**src/rtl/prio_enc4_sync_pkg.sv**
```systemverilog
// Shared types, widths and helpers for the buffered 4-line priority encoder.
package prio_enc4_sync_pkg;

  // Width of the encoded line index.
  localparam int CODE_W = 2;

  // Width of the saturating "no line asserted" sample counter.
  localparam int CNT_W = 8;

  // Pointer width covers the largest supported buffer depth of four.
  localparam int PTR_W = 2;

  // Occupancy width holds counts 0..4.
  localparam int OCC_W = 3;

  // Occupancy of the output buffer.
  typedef enum logic [1:0] {
    EMPTY = 2'd0,
    PART  = 2'd1,
    FULL  = 2'd2
  } occ_state_e;

  // One buffered result: encoded index plus the multi-line flag.
  typedef struct packed {
    logic [CODE_W-1:0] code;
    logic              multi;
  } entry_t;

  // Advance a buffer pointer, wrapping back to zero after the last entry.
  function automatic logic [PTR_W-1:0] nextPtr(input logic [PTR_W-1:0] ptr,
                                               input int depth);
    logic [PTR_W-1:0] lastIdx;
    lastIdx = PTR_W'(depth - 1);
    if (ptr == lastIdx) begin
      return '0;
    end
    return ptr + PTR_W'(1);
  endfunction

  // Number of asserted lines among the four inputs.
  function automatic logic [2:0] countOnes4(input logic a, input logic b,
                                            input logic c, input logic d);
    return {2'b00, a} + {2'b00, b} + {2'b00, c} + {2'b00, d};
  endfunction

endpackage

```
**src/rtl/prio_enc4_core.sv**
```systemverilog
// Purely combinational 4-to-2 priority encoder with selectable priority order.
module prio_enc4_core
  import prio_enc4_sync_pkg::*;
(
  input  logic i0,
  input  logic i1,
  input  logic i2,
  input  logic i3,
  input  logic hi_first,
  output logic c0,
  output logic c1,
  output logic any,
  output logic multi
);

  logic [CODE_W-1:0] code;
  logic [2:0]        onesCount;

  // Pick the index of the winning line; i3 wins when hi_first, i0 wins otherwise.
  always_comb begin
    code      = '0;
    onesCount = countOnes4(i0, i1, i2, i3);
    any       = (onesCount != 3'd0);
    multi     = (onesCount >= 3'd2);
    if (hi_first) begin
      if (i3) begin
        code = 2'd3;
      end else if (i2) begin
        code = 2'd2;
      end else if (i1) begin
        code = 2'd1;
      end else begin
        code = 2'd0;
      end
    end else begin
      if (i0) begin
        code = 2'd0;
      end else if (i1) begin
        code = 2'd1;
      end else if (i2) begin
        code = 2'd2;
      end else if (i3) begin
        code = 2'd3;
      end else begin
        code = 2'd0;
      end
    end
    c1 = code[1];
    c0 = code[0];
  end

endmodule

```
**src/rtl/prio_enc4_sync.sv**
```systemverilog
// Priority encoder whose results are queued in a small FIFO with ready/valid
// handshakes on both sides; samples with no line asserted are only counted.
module prio_enc4_sync
  import prio_enc4_sync_pkg::*;
#(
  parameter int DEPTH    = 2,   // buffer entries, 1..4
  parameter int HI_FIRST = 1    // 1: i3 highest priority, 0: i0 highest
) (
  input  logic             clk,
  input  logic             rst,
  input  logic             i0,
  input  logic             i1,
  input  logic             i2,
  input  logic             i3,
  input  logic             en,
  input  logic             in_vld,
  output logic             in_rdy,
  output logic             c0,
  output logic             c1,
  output logic             multi,
  output logic             out_vld,
  input  logic             out_rdy,
  output logic [CNT_W-1:0] none_cnt
);

  // Encoder results for the current input lines.
  logic encC0;
  logic encC1;
  logic encAny;
  logic encMulti;

  // Buffer storage is always four deep so a 2-bit pointer indexes it cleanly;
  // only the first DEPTH entries are ever used.
  entry_t entry_q [4];
  entry_t headEntry;

  occ_state_e       state_q;
  occ_state_e       state_d;
  logic [OCC_W-1:0] count_q;
  logic [OCC_W-1:0] count_d;
  logic [PTR_W-1:0] wrPtr_q;
  logic [PTR_W-1:0] wrPtr_d;
  logic [PTR_W-1:0] rdPtr_q;
  logic [PTR_W-1:0] rdPtr_d;
  logic [CNT_W-1:0] noneCnt_q;
  logic [CNT_W-1:0] noneCnt_d;

  logic accept;
  logic push;
  logic pop;
  logic isFull;

  prio_enc4_core u_core (
    .i0       (i0),
    .i1       (i1),
    .i2       (i2),
    .i3       (i3),
    .hi_first (HI_FIRST != 0),
    .c0       (encC0),
    .c1       (encC1),
    .any      (encAny),
    .multi    (encMulti)
  );

  // Handshake decode; a full buffer refuses input even when it is popping.
  always_comb begin
    isFull  = (state_q == FULL);
    out_vld = (state_q != EMPTY);
    in_rdy  = en & ~isFull & ~rst;
    accept  = in_vld & in_rdy;
    push    = accept & encAny;
    pop     = out_vld & out_rdy;
  end

  // Next occupancy state, count, pointers and empty-sample counter.
  always_comb begin
    state_d   = state_q;
    count_d   = count_q;
    wrPtr_d   = wrPtr_q;
    rdPtr_d   = rdPtr_q;
    noneCnt_d = noneCnt_q;

    if (push) begin
      wrPtr_d = nextPtr(wrPtr_q, DEPTH);
    end
    if (pop) begin
      rdPtr_d = nextPtr(rdPtr_q, DEPTH);
    end

    case ({push, pop})
      2'b10:   count_d = count_q + OCC_W'(1);
      2'b01:   count_d = count_q - OCC_W'(1);
      default: count_d = count_q;
    endcase

    case (state_q)
      EMPTY: begin
        if (push) begin
          state_d = (DEPTH == 1) ? FULL : PART;
        end
      end
      PART: begin
        if (push && !pop && (count_q == OCC_W'(DEPTH - 1))) begin
          state_d = FULL;
        end else if (pop && !push && (count_q == OCC_W'(1))) begin
          state_d = EMPTY;
        end
      end
      FULL: begin
        if (pop && !push) begin
          state_d = (DEPTH == 1) ? EMPTY : PART;
        end
      end
      default: state_d = EMPTY;
    endcase

    if (accept && !encAny && (noneCnt_q != {CNT_W{1'b1}})) begin
      noneCnt_d = noneCnt_q + CNT_W'(1);
    end
  end

  // State register; reset wins over any handshake in the same cycle.
  always_ff @(posedge clk) begin
    if (rst) begin
      state_q   <= EMPTY;
      count_q   <= '0;
      wrPtr_q   <= '0;
      rdPtr_q   <= '0;
      noneCnt_q <= '0;
    end else begin
      state_q   <= state_d;
      count_q   <= count_d;
      wrPtr_q   <= wrPtr_d;
      rdPtr_q   <= rdPtr_d;
      noneCnt_q <= noneCnt_d;
    end
  end

  // Buffer storage; a new result lands at the tail on every push.
  always_ff @(posedge clk) begin
    if (rst) begin
      for (int k = 0; k < 4; k++) begin
        entry_q[k] <= '0;
      end
    end else if (push) begin
      entry_q[wrPtr_q] <= '{code: {encC1, encC0}, multi: encMulti};
    end
  end

  // Head of the buffer drives the outputs, forced to zero while empty.
  always_comb begin
    headEntry = entry_q[rdPtr_q];
    c1        = out_vld & headEntry.code[1];
    c0        = out_vld & headEntry.code[0];
    multi     = out_vld & headEntry.multi;
    none_cnt  = noneCnt_q;
  end

endmodule
```
**config.mk**
```make
export PLATFORM = sky130hd
export DESIGN_NAME = prio_enc4_sync
export DESIGN_NICKNAME = d
export VERILOG_FILES = /design/src/rtl/prio_enc4_sync_pkg.sv /design/src/rtl/prio_enc4_core.sv /design/src/rtl/prio_enc4_sync.sv
export SDC_FILE = /design/constraint.sdc
export NUM_CORES = 1
export LEC_CHECK = 0
export CORE_MARGIN = 2
export CORE_UTILIZATION = 55
export CTS_BUF_LIST = sky130_fd_sc_hd__clkbuf_2
export DETAILED_ROUTE_END_ITERATION = 10
export PLACE_DENSITY = 0.8
export REMOVE_ABC_BUFFERS = 1
export SKIP_LAST_GASP = 1
export SLEW_MARGIN = 20
export SYNTH_ARGS = -nofsm -noshare
export SYNTH_HDL_FRONTEND = slang
export SYNTH_SLANG_ARGS = --single-unit
```
**constraint.sdc**
```tcl
create_clock -name clk -period 10.95 [get_ports clk]
set_clock_uncertainty 0.15 [all_clocks]
set_input_delay 3.285 -clock clk [delete_from_list [all_inputs] [get_ports clk]]
set_output_delay 3.285 -clock clk [all_outputs]
set_load 0.02 [all_outputs]
```
==> results.cfg <==
; flow metrics
[setup_path]
r2r-start = state_q[1]
cp_max_fo = 17
critPathLaunch = rst
cp_top_family = buffers and inverters
critical_path_buf_inv_count = 2
critical_path_class = in2out
end_kind = primary output
slowest_stage = clkdlybuf4s50_1
crit_top_cell = clkdlybuf4s50_1
cp.depth = 3
critPathRequiredTime_ns = 7.52
path_cells = clkdlybuf4s50_1, nor3b_1, clkdlybuf4s50_1
startpoint_type = primary input
reg2regPathDepth = 8

[timing]
setup-tns-final_ns = 0
max_freq_mhz = 119
finalClockPeriodUsage = 0.768
rsz0062_at_grt = no
finalCriticalPeriod_ns = 8.41
final_max_slew_viol_count = 0
worst_pin_slew_ns = 0.667
setup_viol = 0
hold_slack_ns = 0.349

[grt]
met2_usage = 0.317
busiest_layer = met2
gr-usage-met1 = 0.247
gr-total-overflow = 0
grt_pass1_wl_um = 5040
grt_max_degree = 18
grt_pass1_vias = 1180

[route]
drtAntennaViolNets = 0
drc = 0
drt_iter0_drc = 60
vias_per_cell = 5.85
first_pass_iters = 5

[synthesis]
netlist_logic_family_top = simple AND/OR/NAND/NOR gates
synth_cells = 160
synth_cell_types = 37
synthXorXnorAreaFrac = 0.0165
largest_area_cell = dfxtp_1
ys_area_um2 = 1590
ys_sh_mux = 0.0549
synth.most_common_cell = dfxtp_1
synthTopCellsByCount = dfxtp_1 (19), inv_1 (17), nor2_1 (14), edfxtp_1 (12), nand2_1 (11)
flop_cell = dfxtp_1
synth_flops = 31
area_leaders = dfxtp_1 (24%), edfxtp_1 (23%), ha_1 (7.1%)
yosys_cells = 160

[cells_and_area]
drive_gt1_frac = 0.0659
area_growth_pct = 17.3
final_net_count = 200
antenna_cells = 0

[run]
tool_warnings = 29
cap_violations = 0

[worst_hold_path]
hold_path.class = reg2reg
min-delay-start = rdPtr_q[1]
holdPathStages = 1

[placement]
post-dp-hpwl_um = 2220
place.gp.congestion = 0.769
port_buffers = 21

[floorplanning]
core_area_um2 = 2760
fp_util = 0.578
die_w_um = 57.8
io_pins = 22
die_h_um = 57.8

[clock_network]
cts.clk_slew.worst_paths_ns = 0.18
post_cts_buffers = 0
clockBufferDepth = 2
cts_buffers = 5
holdBufCountCts = 0
cts.sinks = 31
ctsResizeCount = 0
cts_tree = yes
root_buffer = clkbuf_2

[power_and_ir_drop]
power_uw = 231
powerDensity_nw_per_um2 = 124
irDropWorstVdd_mv = 0.121

[run_status]
status = finished clean
==> per-layer routing <==
layer,wire [um],vias to the layer above
li1,-,612
met1,1280,581
met2,1460,48
met4,34,0
met5,0,-
met3,193,4
==> through the flow <==
step / setup slack, ns / cells / cell area (um2) / util
finish: 2.54 / 213 / 1870 / 0.678
global route: 2.44 / 213 / 1870 / 0.678
CTS: 2.54 / 213 / 1870 / 0.678
detailed placement: 2.56 / 205 / 1810 / 0.655
global placement: 2.61 / 205 / 1810 / 0.655
floorplan: 3.70 / 153 / 1560 / -
==> layout make-up <==
class	instances	area, um2	share of cell area
clock buffers	5	25.0	0.0134
flip-flops and latches	31	741	0.396
well taps	31	38.8	0.0207
repair buffers	21	210	0.112
clock inverters	3	38.8	0.0207
multi-input cells	105	753	0.403
inverters	17	63.8	0.0341
==> path summary, 6_finish.rpt <==
path                     end  slack, ns
setup / recovery      in_rdy       2.54
setup reg to reg  state_q[0]       8.65
hold / removal    rdPtr_q[1]       0.35
hold reg to reg   rdPtr_q[1]       0.35
==> registers in the layout (all words and copies together) (netlist names), named ones only <==
name	count
count_q	3
entry_q	12
none_cnt	8
rdPtr_q	2
state_q	2
wrPtr_q	2
==> power by group <==
part | switching [mW] | internal, mW | leakage [nW] | total, mW
sequential | 0.00306 | 0.124 | 0.277 | 0.127
combinational | 0.0136 | 0.0126 | 0.410 | 0.0262
clock | 0.0397 | 0.0378 | 0.0431 | 0.0775
==> layout by cell type, fill, tap and decap left out, drive strengths merged, types with 4 or more instances in the layout <==
master / instances
or3: 4
nor2: 14
nor2b: 4
ha: 9
nand3: 4
dfxtp: 19
nand2: 11
or4: 6
a21oi: 9
clkdlybuf4s50: 21
edfxtp: 12
inv: 18
o21ai: 7
o31ai: 4
clkbuf: 5
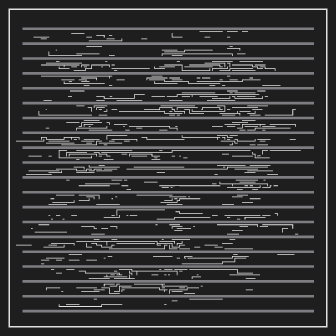
Figure 1: the metal 1 layer.
Supply wires on this layer in gray.
nets with wire on the layer: 175
wire length on this layer: 1280 um
main direction: horizontal
share of all routed wire: 43%
longest straight run: 18.4 um

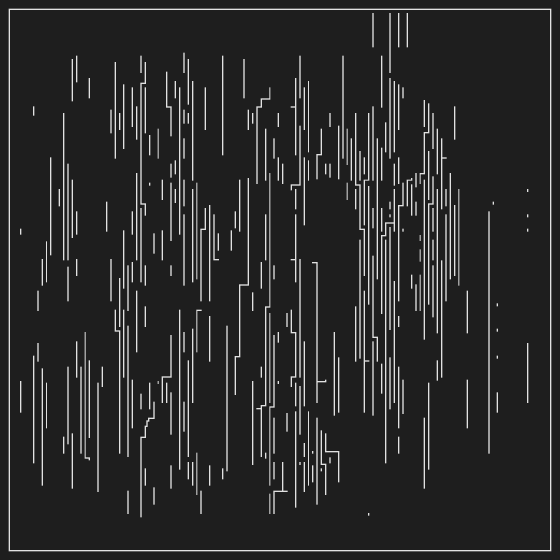
Figure 2: met2 routing.
wire length on this layer: 1460 um
share of all routed wire: 49%

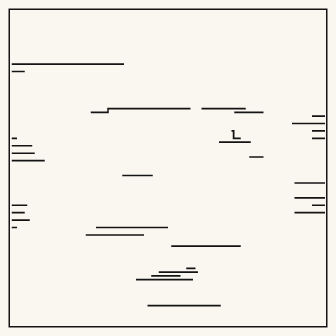
Figure 3: met3 routing.
longest straight run: 20.2 um
wire length on this layer: 194 um
nets with wire on the layer: 29
main direction: horizontal

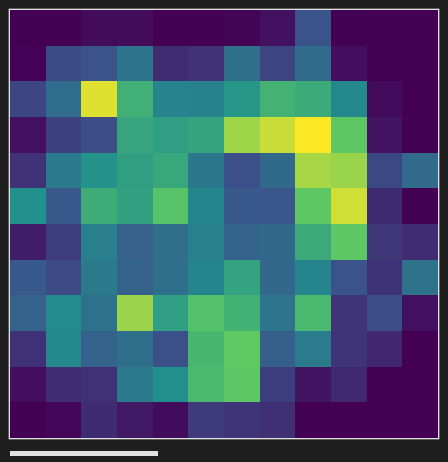
Figure 4: routed metal per tile.
The bar under the picture is 20 um long. The die is cut into 12 by 12 equal tiles; dark purple is low, yellow is high, scaled to the fullest tile. Values are wire area over tile area, all layers added.
fullest tile: 0.45
mean over tiles: 0.14
emptiest ninth of the die: bottom right
tiles over half the peak: 24%
vias: 1245
DR WL/cell: 13.9 um
final wirelength: 2970 um
GRT Resource Usage Total: 0.201

Power figures rest on the tool's default switching activity, not on a simulated workload.
